--- config.mk ---
export PLATFORM = sky130hd
export DESIGN_NAME = inst_enc_flat
export DESIGN_NICKNAME = d
export VERILOG_FILES = /design/src/rtl/inst_enc_if.sv /design/src/rtl/inst_enc.sv /design/src/flat_wrapper.sv
export SDC_FILE = /design/constraint.sdc
export NUM_CORES = 1
export LEC_CHECK = 0
export CAP_MARGIN = 20
export CORE_MARGIN = 5
export CORE_UTILIZATION = 55
export CTS_CLUSTER_SIZE = 20
export DETAILED_ROUTE_END_ITERATION = 6
export HOLD_SLACK_MARGIN = 0.15
export PLACE_DENSITY = 0.79
export SYNTH_ARGS = -nofsm -noshare
export SYNTH_HDL_FRONTEND = slang
export SYNTH_SLANG_ARGS = --single-unit
--- constraint.sdc ---
create_clock -name clk -period 6.4 [get_ports clk]
set_clock_uncertainty 0.05 [all_clocks]
set_input_delay 1.28 -clock clk [delete_from_list [all_inputs] [get_ports clk]]
set_output_delay 1.28 -clock clk [all_outputs]
set_load 0.02 [all_outputs]
--- src/rtl/inst_enc_if.sv ---
// inst_enc_if: command port and instruction-word port of the instruction encoder.
// master = command producer / decode-side consumer, slave = the encoder itself.
interface inst_enc_if;
  logic        cmd_valid;
  logic        cmd_ready;
  logic [3:0]  cmd_op;
  logic [4:0]  cmd_rd;
  logic [4:0]  cmd_rs1;
  logic [4:0]  cmd_rs2;
  logic [2:0]  cmd_size;
  logic [31:0] cmd_imm;
  logic [11:0] cmd_csr;
  logic        cmd_last;
  logic        cmd_err;
  logic        inst_valid;
  logic        inst_ready;
  logic [31:0] inst;

  modport master (
    output cmd_valid, cmd_op, cmd_rd, cmd_rs1, cmd_rs2, cmd_size, cmd_imm,
           cmd_csr, cmd_last, inst_ready,
    input  cmd_ready, cmd_err, inst_valid, inst
  );

  modport slave (
    input  cmd_valid, cmd_op, cmd_rd, cmd_rs1, cmd_rs2, cmd_size, cmd_imm,
           cmd_csr, cmd_last, inst_ready,
    output cmd_ready, cmd_err, inst_valid, inst
  );
endinterface

--- src/rtl/inst_enc.sv ---
// inst_enc: encodes abstract commands into RV64I/Zicsr instruction words,
// expands LI32 into LUI+ADDIW when the constant does not fit 12 bits, and
// queues the words in a DEPTH-entry FIFO feeding the decode stage.
// Optional feature macro: INST_ENC_EBREAK_TAIL_EN appends an EBREAK after
// the last word of a command latched with cmd_last=1.
module inst_enc #(
  parameter int DEPTH = 4
) (
  input  logic      clk,
  input  logic      rst_n,
  input  logic      flush,
  inst_enc_if.slave bus,
  output logic      busy
);
  localparam int DATA_W = 32;
  localparam int PTR_W  = $clog2(DEPTH);

  localparam logic [PTR_W:0]   CNT_ONE  = (PTR_W+1)'(1);
  localparam logic [PTR_W:0]   CNT_FULL = (PTR_W+1)'(DEPTH);
  localparam logic [PTR_W-1:0] PTR_ONE  = PTR_W'(1);

  localparam logic [3:0] OP_ADDI    = 4'd0;
  localparam logic [3:0] OP_ADD     = 4'd1;
  localparam logic [3:0] OP_LOAD    = 4'd2;
  localparam logic [3:0] OP_STORE   = 4'd3;
  localparam logic [3:0] OP_CSRRW   = 4'd4;
  localparam logic [3:0] OP_CSRRS   = 4'd5;
  localparam logic [3:0] OP_LI32    = 4'd6;
  localparam logic [3:0] OP_EBREAK  = 4'd7;
  localparam logic [3:0] OP_FENCE_I = 4'd8;

  localparam logic [6:0] OPC_IMM    = 7'h13;
  localparam logic [6:0] OPC_REG    = 7'h33;
  localparam logic [6:0] OPC_LOAD   = 7'h03;
  localparam logic [6:0] OPC_STORE  = 7'h23;
  localparam logic [6:0] OPC_SYSTEM = 7'h73;
  localparam logic [6:0] OPC_LUI    = 7'h37;
  localparam logic [6:0] OPC_IMMW   = 7'h1B;

  localparam logic [DATA_W-1:0] EBREAK_W  = 32'h0010_0073;
  localparam logic [DATA_W-1:0] FENCEI_W  = 32'h0000_100F;

  typedef enum logic [1:0] {
    IDLE  = 2'd0,
    EMIT0 = 2'd1,
    EMIT1 = 2'd2
`ifdef INST_ENC_EBREAK_TAIL_EN
    , TAIL = 2'd3
`endif
  } state_t;

  // Illegal ops and stores with an out-of-range access size are dropped.
  function automatic logic is_illegal(input logic [3:0] op, input logic [2:0] size);
    return (op > OP_FENCE_I) || ((op == OP_STORE) && size[2]);
  endfunction

  // A 32-bit constant fits a single ADDI when bits 31..11 are a sign extension.
  function automatic logic li32_short(input logic [31:0] imm);
    return (&imm[31:11]) || (~|imm[31:11]);
  endfunction

  function automatic logic [DATA_W-1:0] enc_i(input logic [11:0] imm, input logic [4:0] rs1,
                                             input logic [2:0] f3, input logic [4:0] rd,
                                             input logic [6:0] opc);
    return {imm, rs1, f3, rd, opc};
  endfunction

  function automatic logic [DATA_W-1:0] enc_word0(input logic [3:0]  op,
                                                 input logic [4:0]  rd,
                                                 input logic [4:0]  rs1,
                                                 input logic [4:0]  rs2,
                                                 input logic [2:0]  size,
                                                 input logic [31:0] imm,
                                                 input logic [11:0] csr);
    logic [19:0] hi;
    // Upper part pre-compensated for the sign of the low 12 bits, wrapping mod 2^20.
    hi = imm[31:12] + {19'd0, imm[11]};
    case (op)
      OP_ADDI:    enc_word0 = enc_i(imm[11:0], rs1, 3'b000, rd, OPC_IMM);
      OP_ADD:     enc_word0 = {7'd0, rs2, rs1, 3'b000, rd, OPC_REG};
      OP_LOAD:    enc_word0 = enc_i(imm[11:0], rs1, size, rd, OPC_LOAD);
      OP_STORE:   enc_word0 = {imm[11:5], rs2, rs1, size, imm[4:0], OPC_STORE};
      OP_CSRRW:   enc_word0 = enc_i(csr, rs1, 3'b001, rd, OPC_SYSTEM);
      OP_CSRRS:   enc_word0 = enc_i(csr, rs1, 3'b010, rd, OPC_SYSTEM);
      OP_LI32:    enc_word0 = li32_short(imm) ? enc_i(imm[11:0], 5'd0, 3'b000, rd, OPC_IMM)
                                              : {hi, rd, OPC_LUI};
      OP_EBREAK:  enc_word0 = EBREAK_W;
      OP_FENCE_I: enc_word0 = FENCEI_W;
      default:    enc_word0 = '0;
    endcase
  endfunction

  state_t            state;
  state_t            fin_state;
  logic [3:0]        op_p0;
  logic [4:0]        rd_p0;
  logic [4:0]        rs1_p0;
  logic [4:0]        rs2_p0;
  logic [2:0]        size_p0;
  logic [31:0]       imm_p0;
  logic [11:0]       csr_p0;
  logic              err_p0;
  logic [DATA_W-1:0] word0;
  logic [DATA_W-1:0] word1;
  logic [DATA_W-1:0] push_word;
  logic              two_words;
  logic              accept;
  logic              push;
  logic              pop;
  logic              full;
  logic              empty;

  logic [DATA_W-1:0] mem [DEPTH];
  logic [PTR_W-1:0]  wr_ptr;
  logic [PTR_W-1:0]  rd_ptr;
  logic [PTR_W:0]    count;

  assign accept = bus.cmd_valid && (state == IDLE) && !flush;
  assign full   = (count == CNT_FULL);
  assign empty  = (count == '0);
  assign push   = (state != IDLE) && !full && !flush;
  assign pop    = !empty && bus.inst_ready && !flush;

`ifdef INST_ENC_EBREAK_TAIL_EN
  logic last_p0;

  // After the final word, a command marked last detours through TAIL.
  always_comb begin
    fin_state = IDLE;
    if (last_p0) fin_state = TAIL;
  end
`else
  logic unused_last;
  assign unused_last = bus.cmd_last;

  // Without the tail feature every command returns straight to IDLE.
  always_comb begin
    fin_state = IDLE;
  end
`endif

  // Stage p0: command fields held for the duration of the expansion.
  always_ff @(posedge clk) begin
    if (accept) begin
      op_p0   <= bus.cmd_op;
      rd_p0   <= bus.cmd_rd;
      rs1_p0  <= bus.cmd_rs1;
      rs2_p0  <= bus.cmd_rs2;
      size_p0 <= bus.cmd_size;
      imm_p0  <= bus.cmd_imm;
      csr_p0  <= bus.cmd_csr;
`ifdef INST_ENC_EBREAK_TAIL_EN
      last_p0 <= bus.cmd_last;
`endif
    end
  end

  // Encode the words of the held command and select the one for this state.
  always_comb begin
    word0     = enc_word0(op_p0, rd_p0, rs1_p0, rs2_p0, size_p0, imm_p0, csr_p0);
    word1     = enc_i(imm_p0[11:0], rd_p0, 3'b000, rd_p0, OPC_IMMW);
    two_words = (op_p0 == OP_LI32) && !li32_short(imm_p0);
    push_word = word0;
    case (state)
      EMIT1:   push_word = word1;
`ifdef INST_ENC_EBREAK_TAIL_EN
      TAIL:    push_word = EBREAK_W;
`endif
      default: push_word = word0;
    endcase
  end

  // Sequencer: advances one word per push, holds while the FIFO is full.
  always_ff @(posedge clk or negedge rst_n) begin
    if (!rst_n) begin
      state  <= IDLE;
      err_p0 <= 1'b0;
    end else if (flush) begin
      state  <= IDLE;
      err_p0 <= 1'b0;
    end else begin
      err_p0 <= accept && is_illegal(bus.cmd_op, bus.cmd_size);
      case (state)
        IDLE:    if (accept && !is_illegal(bus.cmd_op, bus.cmd_size)) state <= EMIT0;
        EMIT0:   if (!full) state <= two_words ? EMIT1 : fin_state;
        EMIT1:   if (!full) state <= fin_state;
`ifdef INST_ENC_EBREAK_TAIL_EN
        TAIL:    if (!full) state <= IDLE;
`endif
        default: state <= IDLE;
      endcase
    end
  end

  // Stage p1: FIFO storage, written on push only.
  always_ff @(posedge clk) begin
    if (push) mem[wr_ptr] <= push_word;
  end

  // FIFO pointers and occupancy; flush empties the queue.
  always_ff @(posedge clk or negedge rst_n) begin
    if (!rst_n) begin
      wr_ptr <= '0;
      rd_ptr <= '0;
      count  <= '0;
    end else if (flush) begin
      wr_ptr <= '0;
      rd_ptr <= '0;
      count  <= '0;
    end else begin
      if (push) wr_ptr <= wr_ptr + PTR_ONE;
      if (pop)  rd_ptr <= rd_ptr + PTR_ONE;
      case ({push, pop})
        2'b10:   count <= count + CNT_ONE;
        2'b01:   count <= count - CNT_ONE;
        default: count <= count;
      endcase
    end
  end

  assign bus.cmd_ready  = (state == IDLE);
  assign bus.cmd_err    = err_p0;
  assign bus.inst_valid = !empty;
  assign bus.inst       = empty ? '0 : mem[rd_ptr];
  assign busy           = (state != IDLE) || !empty;
endmodule

--- src/flat_wrapper.sv ---
// flat-port wrapper written by rule: the top's interface ports become plain ports
module inst_enc_flat 
#(
  parameter int DEPTH = 4
)
  (clk, rst_n, flush, busy, bus_cmd_valid, bus_cmd_op, bus_cmd_rd, bus_cmd_rs1, bus_cmd_rs2, bus_cmd_size, bus_cmd_imm, bus_cmd_csr, bus_cmd_last, bus_inst_ready, bus_cmd_ready, bus_cmd_err, bus_inst_valid, bus_inst);
  inst_enc_if bus_i ();
  input  logic clk;
  input  logic rst_n;
  input  logic flush;
  output logic busy;
  input wire logic [$bits(bus_i.cmd_valid)-1:0] bus_cmd_valid;
  input wire logic [$bits(bus_i.cmd_op)-1:0] bus_cmd_op;
  input wire logic [$bits(bus_i.cmd_rd)-1:0] bus_cmd_rd;
  input wire logic [$bits(bus_i.cmd_rs1)-1:0] bus_cmd_rs1;
  input wire logic [$bits(bus_i.cmd_rs2)-1:0] bus_cmd_rs2;
  input wire logic [$bits(bus_i.cmd_size)-1:0] bus_cmd_size;
  input wire logic [$bits(bus_i.cmd_imm)-1:0] bus_cmd_imm;
  input wire logic [$bits(bus_i.cmd_csr)-1:0] bus_cmd_csr;
  input wire logic [$bits(bus_i.cmd_last)-1:0] bus_cmd_last;
  input wire logic [$bits(bus_i.inst_ready)-1:0] bus_inst_ready;
  output wire logic [$bits(bus_i.cmd_ready)-1:0] bus_cmd_ready;
  output wire logic [$bits(bus_i.cmd_err)-1:0] bus_cmd_err;
  output wire logic [$bits(bus_i.inst_valid)-1:0] bus_inst_valid;
  output wire logic [$bits(bus_i.inst)-1:0] bus_inst;
  assign bus_i.cmd_valid = bus_cmd_valid;
  assign bus_i.cmd_op = bus_cmd_op;
  assign bus_i.cmd_rd = bus_cmd_rd;
  assign bus_i.cmd_rs1 = bus_cmd_rs1;
  assign bus_i.cmd_rs2 = bus_cmd_rs2;
  assign bus_i.cmd_size = bus_cmd_size;
  assign bus_i.cmd_imm = bus_cmd_imm;
  assign bus_i.cmd_csr = bus_cmd_csr;
  assign bus_i.cmd_last = bus_cmd_last;
  assign bus_i.inst_ready = bus_inst_ready;
  assign bus_cmd_ready = bus_i.cmd_ready;
  assign bus_cmd_err = bus_i.cmd_err;
  assign bus_inst_valid = bus_i.inst_valid;
  assign bus_inst = bus_i.inst;
  inst_enc #(.DEPTH(DEPTH)) u_core (.clk(clk), .rst_n(rst_n), .flush(flush), .bus(bus_i), .busy(busy));
endmodule
Fig. 1: run 1, sizing map
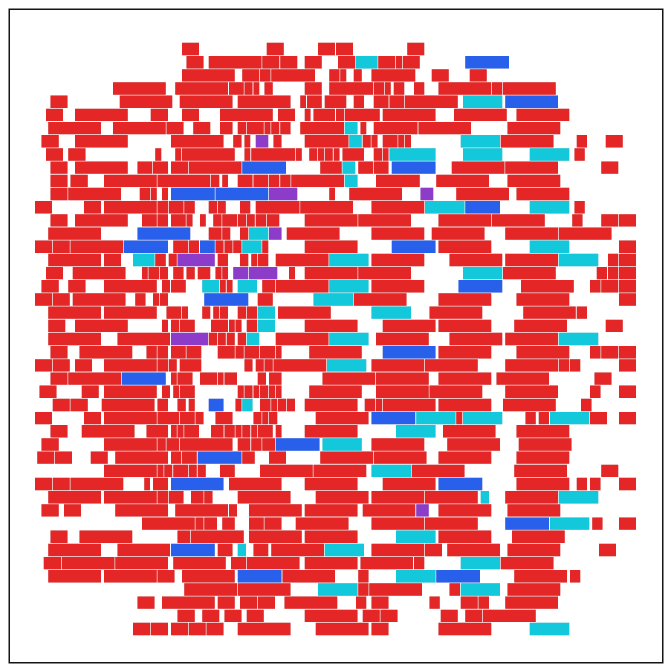
x2: marked cyan, cells 48, share 7.5%. x1 and smaller: marked red, cells 559, share 87%. x6 and larger: marked blue, cells 25, share 3.9%. x3 and x4: marked purple, cells 9, share 1.4%.

Fig. 2: run 1, the clock network
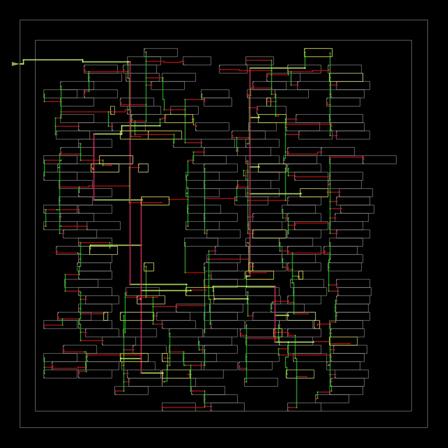
clock buffer count: 17
registers: 200
P_clk: 1.14 mW

Fig. 3: run 1, the metal 1 layer
Supply wires on this layer in gray. Cells faint in the background.
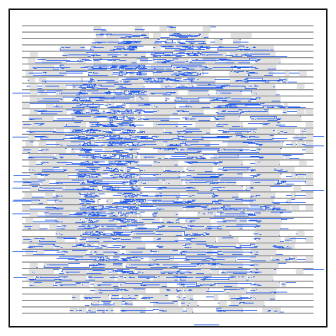
The wires run mostly horizontal. The layer holds 39% of the routed length. The layer carries 7030 µm of wire. The longest straight run is 45.5 µm. 637 nets have wire on it.

==> results_slide.txt, run 1 <==
Run Summary

Power and ir drop
  – Max IR drop VDD: around 0.17 mV
  – Total power: between 3 and 4 mW
  – Sequential share of power: a little over two fifths
  – Psw: ~940 µW

Yosys
  – Netlist Area Pre-Place: 8530 µm²
  – Yosys reg bits: roughly 200
  – Asr flop ratio synth: under 10%
  – Number of enable flip-flop cells: between 150 and 200

Critical path
  – R2r setup slk: 3260 ps
  – Worst Path Arrival: roughly 2600 ps

Run status
  – Status: finished, final reports clean

Clock network
  – Number of buffers created by CTS: 17
  – Clock-pin slew on the worst setup and hold paths: 70 ps
  – Root Driver: clkbuf_16
  – CTS tree: built

Global route
  – First-pass GRT wire length: between 20 and 30 mm
  – Number of global-route vias before repair: 5108

Floorplanning
  – Chip Area: roughly 18000 µm²

Timing
  – Achievable clock frequency: about 260 MHz

Route
  – DRT iter0 DRCs: about 560

Placed design
  – Dpl cells: roughly 800
run 1: worst max-delay path by stage:
stage                     startpoint          endpoint  slack [ps]
detailed placement  u_core.rd_ptr[0]      bus_inst[31]        2550
CTS                 u_core.rd_ptr[0]      bus_inst[21]        2070
global placement    u_core.rd_ptr[0]      bus_inst[20]        2570
floorplan              bus_cmd_valid  u_core.csr_p0[0]        1970
finish               u_core.count[0]       bus_inst[5]        2510
global route         u_core.count[0]       bus_inst[5]        2300
run 1: through the flow:
step	area (µm²)	hold slack, ps	worst slack, ps
2_1_floorplan	8530	450	1970
3_3_place_gp	9740	486	2570
3_5_place_dp	9740	531	2550
4_1_cts	10400	549	2070
5_1_grt	10400	586	2300
6_report	10400	553	2510
run 1: state kept, by name, summed over array words and instances, names as in the netlist:
name                flops
u_core.state            2
u_core.rd_p0            5
u_core.wr_ptr           2
u_core.mem            124
u_core.rs2_p0           5
u_core.op_p0            4
u_core.size_p0          3
u_core.imm_p0          32
u_core.count            3
u_core.csr_p0          12
u_core.bus.cmd_err      1
u_core.rs1_p0           5
u_core.rd_ptr           2
run 1: layer usage:
| layer | track usage, % | share of wire (%) | up-vias | routed length (µm) |
|---|---|---|---|---|
| met4 | 8.94 | 3.1 | 0 | 546 |
| li1 | - | - | 2247 | - |
| met3 | 4.62 | 6.8 | 39 | 1220 |
| met2 | 34.8 | 51 | 218 | 9100 |
| met5 | 0 | 0 | - | 0 |
| met1 | 27.3 | 39 | 2485 | 7030 |
run 1: cell usage after synthesis, types with 10 or more instances:
cell type	n	share of area [%]
nand2_1	22	0.97
xnor2_1	10	1.0
a21oi_1	15	0.88
and2_1	38	2.8
mux4_2	31	8.2
clkbuf_1	12	0.53
nand3_1	14	0.82
edfxtp_1	190	67
nor2_1	25	1.1
o21ai_0	21	1.2
dfrtp_1	10	2.9
xor2_1	15	1.5
nor3_1	11	0.65
run 1: critical path, cell delays in order, from the launching register on:
cell and delay, ps:
dfrtp_1 450, or3_1 790, and2_1 270, clkdlybuf4s50_1 610
run 1: power groups by stage:
stage	registers [mW]	clock network, mW	logic [mW]
after floorplan	1.53	0	0.554
after global placement	1.59	0	0.827
after detailed placement	1.60	0	0.846
after CTS	1.57	1.15	0.852
after global routing	1.53	1.22	0.961
final	1.53	1.14	0.896
run 1: cells by family (layout without fill, tap and decap cells):
logic type                 Yosys count  count (layout)  share of synthesized area [%]
buffers and inverters               30             150                           1.76
adders and majority gates            8               8                           1.26
xor gates and xnor gates            25              25                           2.57
muxes                               40              40                           9.27
and+or+nand+nor                    145             145                           9.56
DFF                                200             200                           69.8
AOI/OAI and AO/OA                   73              73                           5.75
run 1: layout make-up:
type / count / area (µm²) / area share, %
Multi-Input combinational cell: 291 / 2440 / 23.5
Clock buffer: 17 / 425 / 4.09
Timing Repair Buffer: 110 / 1100 / 10.6
Clock inverter: 15 / 204 / 1.96
Tap cell: 188 / 235 / 2.26
Inverter: 8 / 30.0 / 0.289
Sequential cell: 200 / 5960 / 57.3
==> run 2, diff against run 1 <==
Settings changed: CORE_UTILIZATION 55 to 50, PLACE_DENSITY 0.79 to 0.76.
Clock period 6.4 ns to 3.24 ns, I/O delays scaled along.
Fig. 4: run 2, the clock network
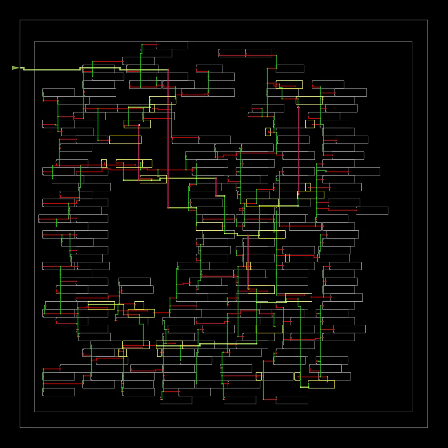
Clock Latency Late Sink: 420 ps
number of buffers created by CTS: 17

Fig. 5: run 2, sizing map
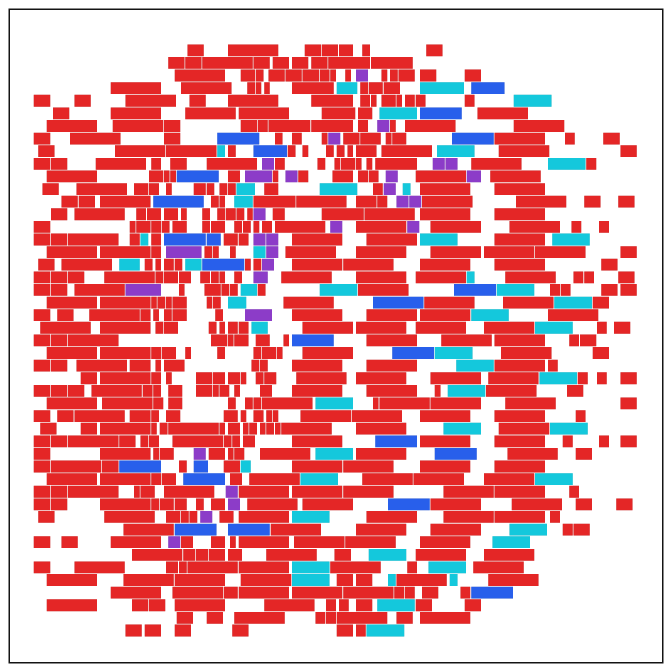
x3 and x4: marked purple, cells 29, share 4.4%. x1 and smaller: marked red, cells 561, share 85%. x2: marked cyan, cells 48, share 7.3%. x6 and larger: marked blue, cells 23, share 3.5%.

==> results_slide.txt, run 2 <==
Run Summary

Power and ir drop
  – Total power: 6.81 mW (+91%)
  – Leakage dissipation: approximately 3.6 nW

Critical path
  – Worst setup path end: bus_inst[20]
  – Crit path from: u_core.rd_ptr[0]
  – R2r setup slk: 620 ps (-2640 ps)
  – CP max FO: 33
  – Worst Path Arrival: 2380 ps (-180 ps)

Final layout
  – Top flop regs: u_core.mem: 124 flops, u_core.imm_p0: 32 flops, u_core.csr_p0: 12 flops
  – Final instance area: 10500 µm² (+1.2%)
  – Finished Layout Cells: 881
  – Most flops, register: u_core.mem

Yosys
  – Number of enable flip-flop cells: 190 (unchanged)
  – Xor+xnor area frac: 2.57% (unchanged)
  – Top cells, area: edfxtp_1 (67%), mux4_2 (8.2%), dfrtp_1 (2.9%)
  – And+or+nand+nor area frac: 9.56% (unchanged)
  – Yosys reg bits: 200 (unchanged)
  – Synth top cells by count: edfxtp_1 (190), and2_1 (38), mux4_2 (31)
  – Asr flop ratio synth: 5.00% (unchanged)
  – Post-synthesis mux area share: 9.27% (unchanged)
  – Synth Area in Adders: 1.26% (unchanged)
  – Cell type with the largest total area: edfxtp_1
  – Synth top area share: 66.9% (unchanged)
  – Complex Gates by Area: 5.75% (unchanged)
  – Netlist Area Pre-Place: 8530 µm² (unchanged)

Route
  – Wire per inst: between 20 and 25 µm
  – DRT iter0 DRCs: 317 (-43%)

Timing
  – Worst hold margin: 502 ps (-50.4 ps)
  – Setup ws final: 161 ps (-2350 ps)
  – Achievable clock frequency: approximately 320 MHz

Placed design
  – Dpl cells: 849 (+6.8%)
  – DP Area: 9960 µm² (+2.3%)

Clock network
  – Clock-pin slew on the worst setup and hold paths: 70 ps (about the same)
  – CTS tree: built

Run status
  – Status: finished, final reports clean

Floorplanning
  – Chip Area: 19800 µm² (+9.2%)
Fig. 6: run 2, placement by cell class
Bar = 50 µm.
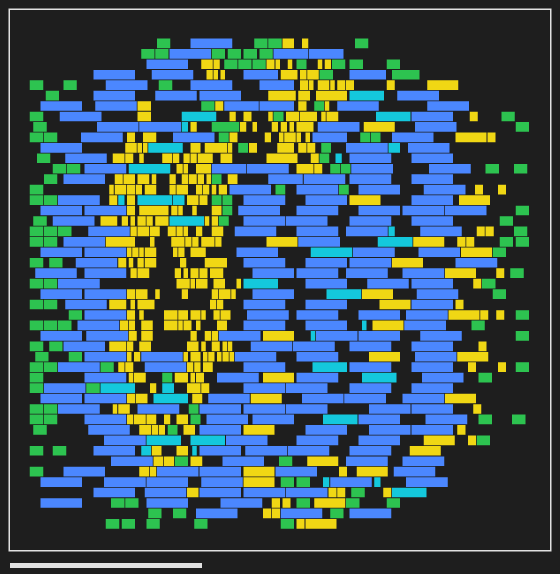
registers: marked blue, cells 200, share of their area 58%. remaining logic cells: marked yellow, cells 299, share of their area 24%. clock drivers and dummy loads: marked cyan, cells 32, share of their area 5.5%. remaining buffers and delay cells: marked green, cells 130, share of their area 12%.

-- run 2: per-layer routing --
metal  wire length [µm]  part of all wire [%]  vias to the layer above  global-route usage [%]
li1                   -                     -                     2283                       -
met1               7390                    41                     2474                    23.9
met2               9080                    51                      201                    31.1
met3                976                   5.4                       37                    4.27
met4                478                   2.7                        0                    7.39
met5                  0                     0                        -                       0
-- run 2: final cells by class --
type | count | area (µm²)
Multi-Input combinational cell | 291 | 2430
Fill cell | 1166 | 6120
Clock inverter | 13 | 128
Inverter | 8 | 30.0
Tap cell | 220 | 275
Sequential cell | 200 | 5960
Timing Repair Buffer | 130 | 1270
Clock buffer | 19 | 433
-- run 2: where the power goes --
group          internal (mW)  switching (mW)
clock                   1.13           0.878
combinational          0.925           0.888
sequential              2.92          0.0626
total                   4.98            1.83
-- run 2: critical path, cell delays in order, from the launching register on --
cell             delay [ps]
dfrtp_2                 370
buf_12                  260
mux4_2                  590
and2_1                  180
clkdlybuf4s50_1         530
-- run 2: cell families after synthesis --
family | after synthesis
AND-OR/OR-AND | 73
XOR/XNOR | 25
adder cells (fa/ha/maj) | 8
buffers and inverters | 30
flip-flops | 200
multiplexers | 40
AND/OR/NAND/NOR | 145
-- run 2: how the worst min path moves through the flow --
stage | cells after the start | start | endpoint | slack [ps]
global route | 1 | rst_n | u_core.count[2] | 520
global placement | 2 | u_core.count[2] | u_core.count[2] | 500
CTS | 1 | rst_n | u_core.rd_ptr[1] | 500
finish | 1 | rst_n | u_core.count[2] | 500
detailed placement | 2 | u_core.count[2] | u_core.count[2] | 510
floorplan | 0 | rst_n | u_core.bus.cmd_err | 300
Power figures rest on the tool's default switching activity, not on a simulated workload.
